==> src/rtl/matrix_pkg.sv <==
// rtl/matrix_pkg.sv - shared matrix datapath parameters and collector state encoding
package matrix_pkg;

    localparam int DATA_W      = 16;
    localparam int NUM_RESULTS = 9;
    localparam int IDX_W       = 4;

    typedef enum logic [1:0] {
        ST_IDLE    = 2'd0,
        ST_CAPTURE = 2'd1,
        ST_DRAIN   = 2'd2
    } collector_state_t;

endpackage

==> src/rtl/result_buffer.sv <==
// rtl/result_buffer.sv - NUM_RESULTS x DATA_W register file, sync write, async read
module result_buffer #(
    parameter int DATA_W      = 16,
    parameter int NUM_RESULTS = 9,
    parameter int IDX_W       = 4
) (
    input  logic              clk,
    input  logic              we,
    input  logic [IDX_W-1:0]  waddr,
    input  logic [DATA_W-1:0] wdata,
    input  logic [IDX_W-1:0]  raddr,
    output logic [DATA_W-1:0] rdata
);

    localparam logic [IDX_W-1:0] DEPTH = IDX_W'(NUM_RESULTS);

    logic [DATA_W-1:0] mem_q [NUM_RESULTS];

    // Contents intentionally survive reset; only the collector's control state is cleared.
    always_ff @(posedge clk) begin
        if (we && (waddr < DEPTH)) begin
            mem_q[waddr] <= wdata;
        end
    end

    always_comb begin
        rdata = '0;
        if (raddr < DEPTH) begin
            rdata = mem_q[raddr];
        end
    end

endmodule

==> src/rtl/result_collector.sv <==
// rtl/result_collector.sv - captures one result frame then drains it to the host
// Optional frame checksum output enabled by RESULT_CHECKSUM_EN.
module result_collector
    import matrix_pkg::*;
#(
    parameter int DATA_W      = matrix_pkg::DATA_W,
    parameter int NUM_RESULTS = matrix_pkg::NUM_RESULTS,
    parameter int IDX_W       = matrix_pkg::IDX_W
) (
    input  logic                    clk,
    input  logic                    reset,
    input  logic [DATA_W-1:0]       din,
    input  logic                    din_valid,
    input  logic                    frame_start,
    output logic                    rd_valid,
    input  logic                    rd_ready,
    output logic [DATA_W-1:0]       rd_data,
    output logic [IDX_W-1:0]        rd_index,
    output logic                    frame_done,
    output logic                    busy,
`ifdef RESULT_CHECKSUM_EN
    output logic [DATA_W+IDX_W-1:0] frame_sum,
`endif
    output logic                    overrun
);

    localparam logic [IDX_W-1:0] LAST = IDX_W'(NUM_RESULTS - 1);

    collector_state_t  state_q, state_d;
    logic [IDX_W-1:0]  wr_cnt_q, wr_cnt_d;
    logic [IDX_W-1:0]  rd_cnt_q, rd_cnt_d;
    logic              frame_done_q, frame_done_d;
    logic              overrun_q, overrun_d;

    logic              buf_we;
    logic [IDX_W-1:0]  buf_waddr;
    logic [DATA_W-1:0] buf_rdata;

    result_buffer #(
        .DATA_W      (DATA_W),
        .NUM_RESULTS (NUM_RESULTS),
        .IDX_W       (IDX_W)
    ) u_buffer (
        .clk   (clk),
        .we    (buf_we),
        .waddr (buf_waddr),
        .wdata (din),
        .raddr (rd_cnt_q),
        .rdata (buf_rdata)
    );

    always_ff @(posedge clk or negedge reset) begin
        if (!reset) begin
            state_q      <= ST_IDLE;
            wr_cnt_q     <= '0;
            rd_cnt_q     <= '0;
            frame_done_q <= 1'b0;
            overrun_q    <= 1'b0;
        end else begin
            state_q      <= state_d;
            wr_cnt_q     <= wr_cnt_d;
            rd_cnt_q     <= rd_cnt_d;
            frame_done_q <= frame_done_d;
            overrun_q    <= overrun_d;
        end
    end

    always_comb begin
        state_d      = state_q;
        wr_cnt_d     = wr_cnt_q;
        rd_cnt_d     = rd_cnt_q;
        frame_done_d = 1'b0;
        overrun_d    = overrun_q;
        buf_we       = 1'b0;
        buf_waddr    = '0;
        case (state_q)
            ST_IDLE: begin
                if (din_valid && frame_start) begin
                    buf_we = 1'b1;
                    if (LAST == '0) begin
                        state_d      = ST_DRAIN;
                        wr_cnt_d     = '0;
                        rd_cnt_d     = '0;
                        frame_done_d = 1'b1;
                    end else begin
                        state_d  = ST_CAPTURE;
                        wr_cnt_d = IDX_W'(1);
                    end
                end
            end
            ST_CAPTURE: begin
                if (din_valid) begin
                    buf_we = 1'b1;
                    if (frame_start) begin
                        // A new word 0 mid-frame abandons the partial frame.
                        wr_cnt_d  = IDX_W'(1);
                        overrun_d = 1'b1;
                    end else begin
                        buf_waddr = wr_cnt_q;
                        if (wr_cnt_q == LAST) begin
                            state_d      = ST_DRAIN;
                            wr_cnt_d     = '0;
                            rd_cnt_d     = '0;
                            frame_done_d = 1'b1;
                        end else begin
                            wr_cnt_d = wr_cnt_q + 1'b1;
                        end
                    end
                end
            end
            ST_DRAIN: begin
                if (din_valid) begin
                    overrun_d = 1'b1;
                end
                if (rd_ready) begin
                    if (rd_cnt_q == LAST) begin
                        rd_cnt_d = '0;
                        state_d  = ST_IDLE;
                    end else begin
                        rd_cnt_d = rd_cnt_q + 1'b1;
                    end
                end
            end
            default: begin
                state_d  = ST_IDLE;
                wr_cnt_d = '0;
                rd_cnt_d = '0;
            end
        endcase
    end

    always_comb begin
        rd_valid   = (state_q == ST_DRAIN);
        rd_data    = rd_valid ? buf_rdata : '0;
        rd_index   = rd_valid ? rd_cnt_q : '0;
        busy       = (state_q != ST_IDLE);
        frame_done = frame_done_q;
        overrun    = overrun_q;
    end

`ifdef RESULT_CHECKSUM_EN
    logic [DATA_W+IDX_W-1:0] sum_q, sum_d;

    // Only word-0 writes target address 0, so that is where the sum restarts.
    always_comb begin
        sum_d = sum_q;
        if (buf_we) begin
            if (buf_waddr == '0) begin
                sum_d = (DATA_W+IDX_W)'(din);
            end else begin
                sum_d = sum_q + (DATA_W+IDX_W)'(din);
            end
        end
    end

    always_ff @(posedge clk or negedge reset) begin
        if (!reset) begin
            sum_q <= '0;
        end else begin
            sum_q <= sum_d;
        end
    end

    assign frame_sum = sum_q;
`endif

endmodule

==> config.mk <==
export PLATFORM = sky130hd
export DESIGN_NAME = result_collector
export DESIGN_NICKNAME = d
export VERILOG_FILES = /design/src/rtl/matrix_pkg.sv /design/src/rtl/result_buffer.sv /design/src/rtl/result_collector.sv
export SDC_FILE = /design/constraint.sdc
export NUM_CORES = 1
export LEC_CHECK = 0
export CELL_PAD_IN_SITES_DETAIL_PLACEMENT = 1
export CELL_PAD_IN_SITES_GLOBAL_PLACEMENT = 2
export CORE_MARGIN = 10
export CORE_UTILIZATION = 46
export CTS_CLUSTER_DIAMETER = 30
export CTS_CLUSTER_SIZE = 16
export DETAILED_ROUTE_END_ITERATION = 16
export HOLD_SLACK_MARGIN = 0.12
export PLACE_DENSITY = 0.89
export SLEW_MARGIN = 20
export SYNTH_ARGS = -nofsm -noshare
export SYNTH_HDL_FRONTEND = slang
export SYNTH_SLANG_ARGS = --single-unit
==> constraint.sdc <==
create_clock -name clk -period 4.6 [get_ports clk]
set_input_delay 0.69 -clock clk [delete_from_list [all_inputs] [get_ports clk]]
set_output_delay 0.69 -clock clk [all_outputs]
set_load 0.01 [all_outputs]
==> images/pdn.png <==
Scale bar: 50 um. Pins as bars on the die edge. Tap cells in grey.
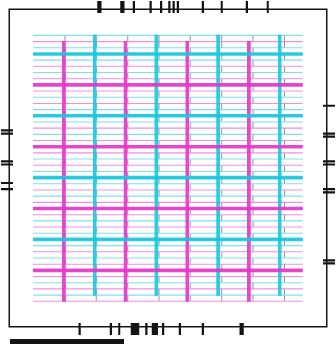
legend:
  VDD:
    colour: cyan
  VSS:
    colour: magenta
tap cells: 180
signal pins: 45
met1 rails: 44
width of the chip: 139 um
Worst VDD drop: 278 uV

==> images/cell_classes.png <==
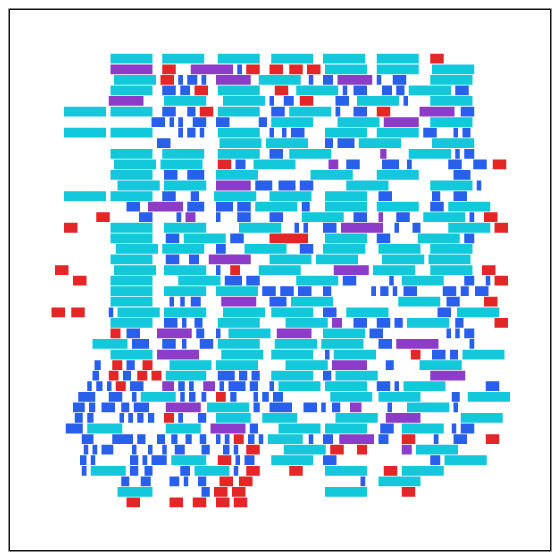
legend:
  flip-flops:
    colour: cyan
    cells: 156
    share_of_their_area: 61%
  all other logic:
    colour: blue
    cells: 245
    share_of_their_area: 23%
  other buffers and delay cells:
    colour: red
    cells: 58
    share_of_their_area: 7.4%
  clock drivers and dummy loads:
    colour: purple
    cells: 32
    share_of_their_area: 8.8%
core outline area: 0.0139 sq mm
flop share of the area: 0.591

==> images/clock_map.png <==
Scale bar: 50 um.
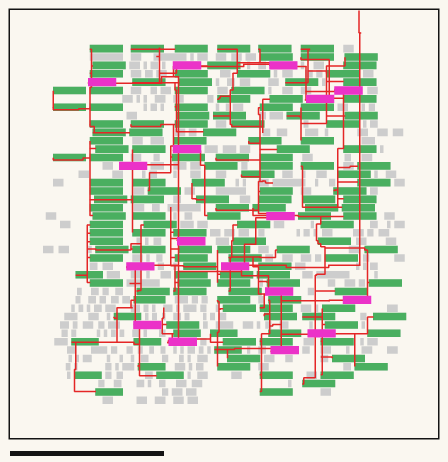
legend:
  cells driving clock nets:
    colour: magenta
    count: 17
  clock wires:
    colour: red
    length: 1,850 um
  flip-flops:
    colour: green
    count: 156
routed clock nets: 18
Clk power: 0.00159 W
worst setup skew after layout: 0.00868 ns
clk latency late pin: 0.43 ns

==> results.txt <==
The following summarizes the physical implementation.

Route
The detail-routed via count per cell is 5.68. The number of detailed-route iterations in the first pass is 4. The DRC violation total after the first TritonRoute iteration is a little under 300.

Clock network
Looking at the worst setup and hold paths, the clock pins of their registers show a slew of 0.06 ns. The H-tree was split into 4 levels. The post-cts repair resize count is 0. The number of buffers inserted by post-CTS setup repair is 0.

Yosys
The area of the synthesized netlist per yosys stat is between 0.006 and 0.007 sq mm. The net count after synthesis is around 450. Yosys reported a register bit count of roughly 160.

The library cell occupying the most area in the post-synthesis netlist is edfxtp_1. The commonest register cell is edfxtp_1. The area fraction of the largest cell type after synthesis is 0.664. The fraction of registers with async set or reset after synthesis is 0.0769. The share of the yosys chip area belonging to registers is 0.710.

In this run, distinct cell masters in the synthesized netlist total 43.

Final layout
According to the finish report, the design has a final net count of around 500. The share of cells above drive strength 1 is 0.136. The synthesis-to-layout area growth is 20.1%. The finished layout reports a core utilization of 0.564.

Min path
The type of the tightest min-delay check is reg2reg.

Critical path
Looking at the critical path, the highest net fanout was 16. According to the timing report, the arrival time at the worst endpoint equals between 2 and 3 ns. The critical path launch point is rd_cnt_q[1]. For this run, the slowest stage of the critical path takes between 0.7 and 0.8 ns. STA classifies the critical path endpoint as an output port.

The count of cell instances traversed by the critical path is 5.

STA
The number of max-slew violations in the final report is 0. In this run the tightest slew margin relative to its limit is 0.321.

Global route
The largest net degree at the start of global routing is 70. The number of global-route vias before repair was ~4,300. The number of antenna violations at the first check in global routing is 0.

Run status
The flow ran to the end, and the final reports show no timing, DRC or antenna violations.

Flow run
The tool warning count for the run is 28. The number of violations of the max-capacitance limit is 0.
==> images/metal_stack.png <==
Scale bar: 50 um. Two of the layers only.
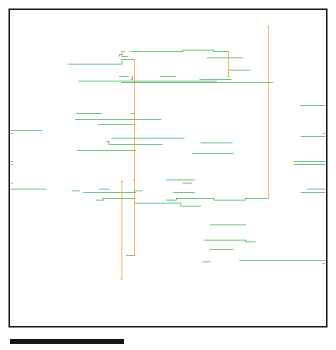
legend:
  met4:
    colour: orange
    wire_length: 218 um
  met3:
    colour: green
    wire_length: 790 um
global-route total usage across every layer: 0.172
routed len/inst: 24.5 um

==> images/final_clocks.png <==
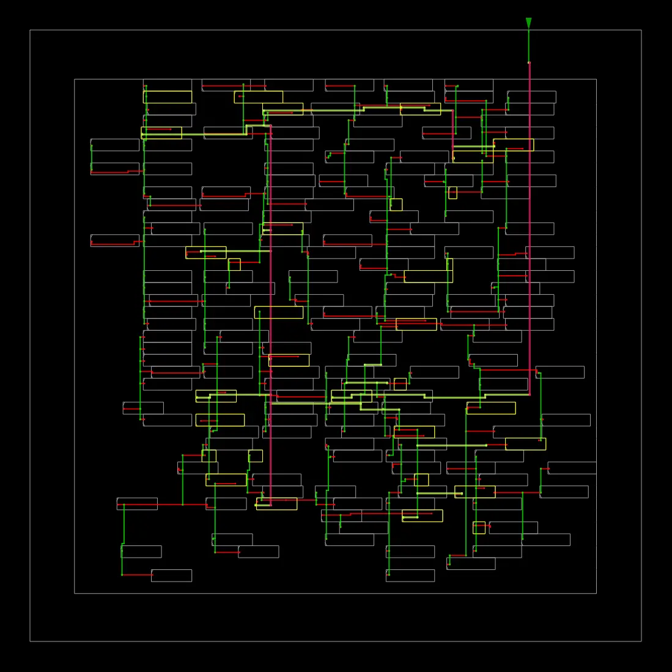
count of clock-net buffers in the final layout: 17
Seq Cell Count: 156
TritonCTS sink count: 156
number of buffers created by CTS: 17

==> power breakdown <==
part / total [W] / switching (W) / internal, W
Combinational: 0.000152 / 0.0000964 / 0.0000553
Clock: 0.00159 / 0.000569 / 0.00102
Sequential: 0.00161 / 0.0000252 / 0.00159
==> sequential cells by signal (all words and copies together) (netlist names) <==
signal,count
overrun,1
wr_cnt_q,4
rd_cnt_q,4
u_buffer.mem_q,144
frame_done,1
state_q,2
==> cell type report <==
| type | count | area (sq um) |
|---|---|---|
| fill | 1297 | 6060 |
| sequential | 156 | 4630 |
| multi-input combinational | 239 | 1710 |
| timing repair buffer | 58 | 566 |
| clock buffer | 17 | 425 |
| clock inverter | 15 | 245 |
| tap | 180 | 225 |
| inverter | 6 | 22.5 |
==> worst min-delay path by stage <==
stage,start,endpoint,slack [ns],depth (start not counted)
floorplan,reset,frame_done,0.39,0
global placement,overrun,overrun,0.46,1
detailed placement,overrun,overrun,0.46,1
CTS,overrun,overrun,0.47,1
global route,overrun,overrun,0.50,1
finish,overrun,overrun,0.48,1
==> routing by layer <==
| metal | track usage | routed length [um] | up-vias |
|---|---|---|---|
| met4 | 0.0615 | 217 | 0 |
| met1 | 0.205 | 6770 | 1967 |
| met3 | 0.0394 | 790 | 16 |
| met5 | 0 | 0 | - |
| li1 | - | - | 1730 |
| met2 | 0.296 | 8690 | 97 |
==> worst reg2reg max path, stage by stage (launching register included) <==
cell	delay, ns
dfrtp_1	0.49
nand4bb_1	0.48
nor2_1	0.26
and4_1	0.57
buf_4	0.31
==> through the flow <==
step | cell area (sq um) | worst slack, ns
4_1_cts | 7800 | 0.605
3_5_place_dp | 7130 | 1.16
2_1_floorplan | 6520 | 1.52
6_report | 7830 | 0.927
3_3_place_gp | 7130 | 1.26
5_1_grt | 7830 | 0.711
==> synth_stat cells, drive strengths merged (6+ instances only) <==
master  count
clkbuf      9
dfrtp      12
nand2b      6
o22ai      17
o21ai      11
mux2i      64
buf        19
nand2      25
edfxtp    144
nor4       17
a211oi     16
nand3       6
inv         6
nor2       44
==> kinds of logic after synthesis <==
kind of cell | Yosys count | share of synthesized area
AOI/OAI and AO/OA | 53 | 0.0649
adders and majority gates | 4 | 0.00768
buffers and inverters | 34 | 0.0315
DFF | 156 | 0.710
muxes | 64 | 0.0983
and+or+nand+nor | 118 | 0.0879
No activity file was given, so power comes from the tool's default toggle rates.
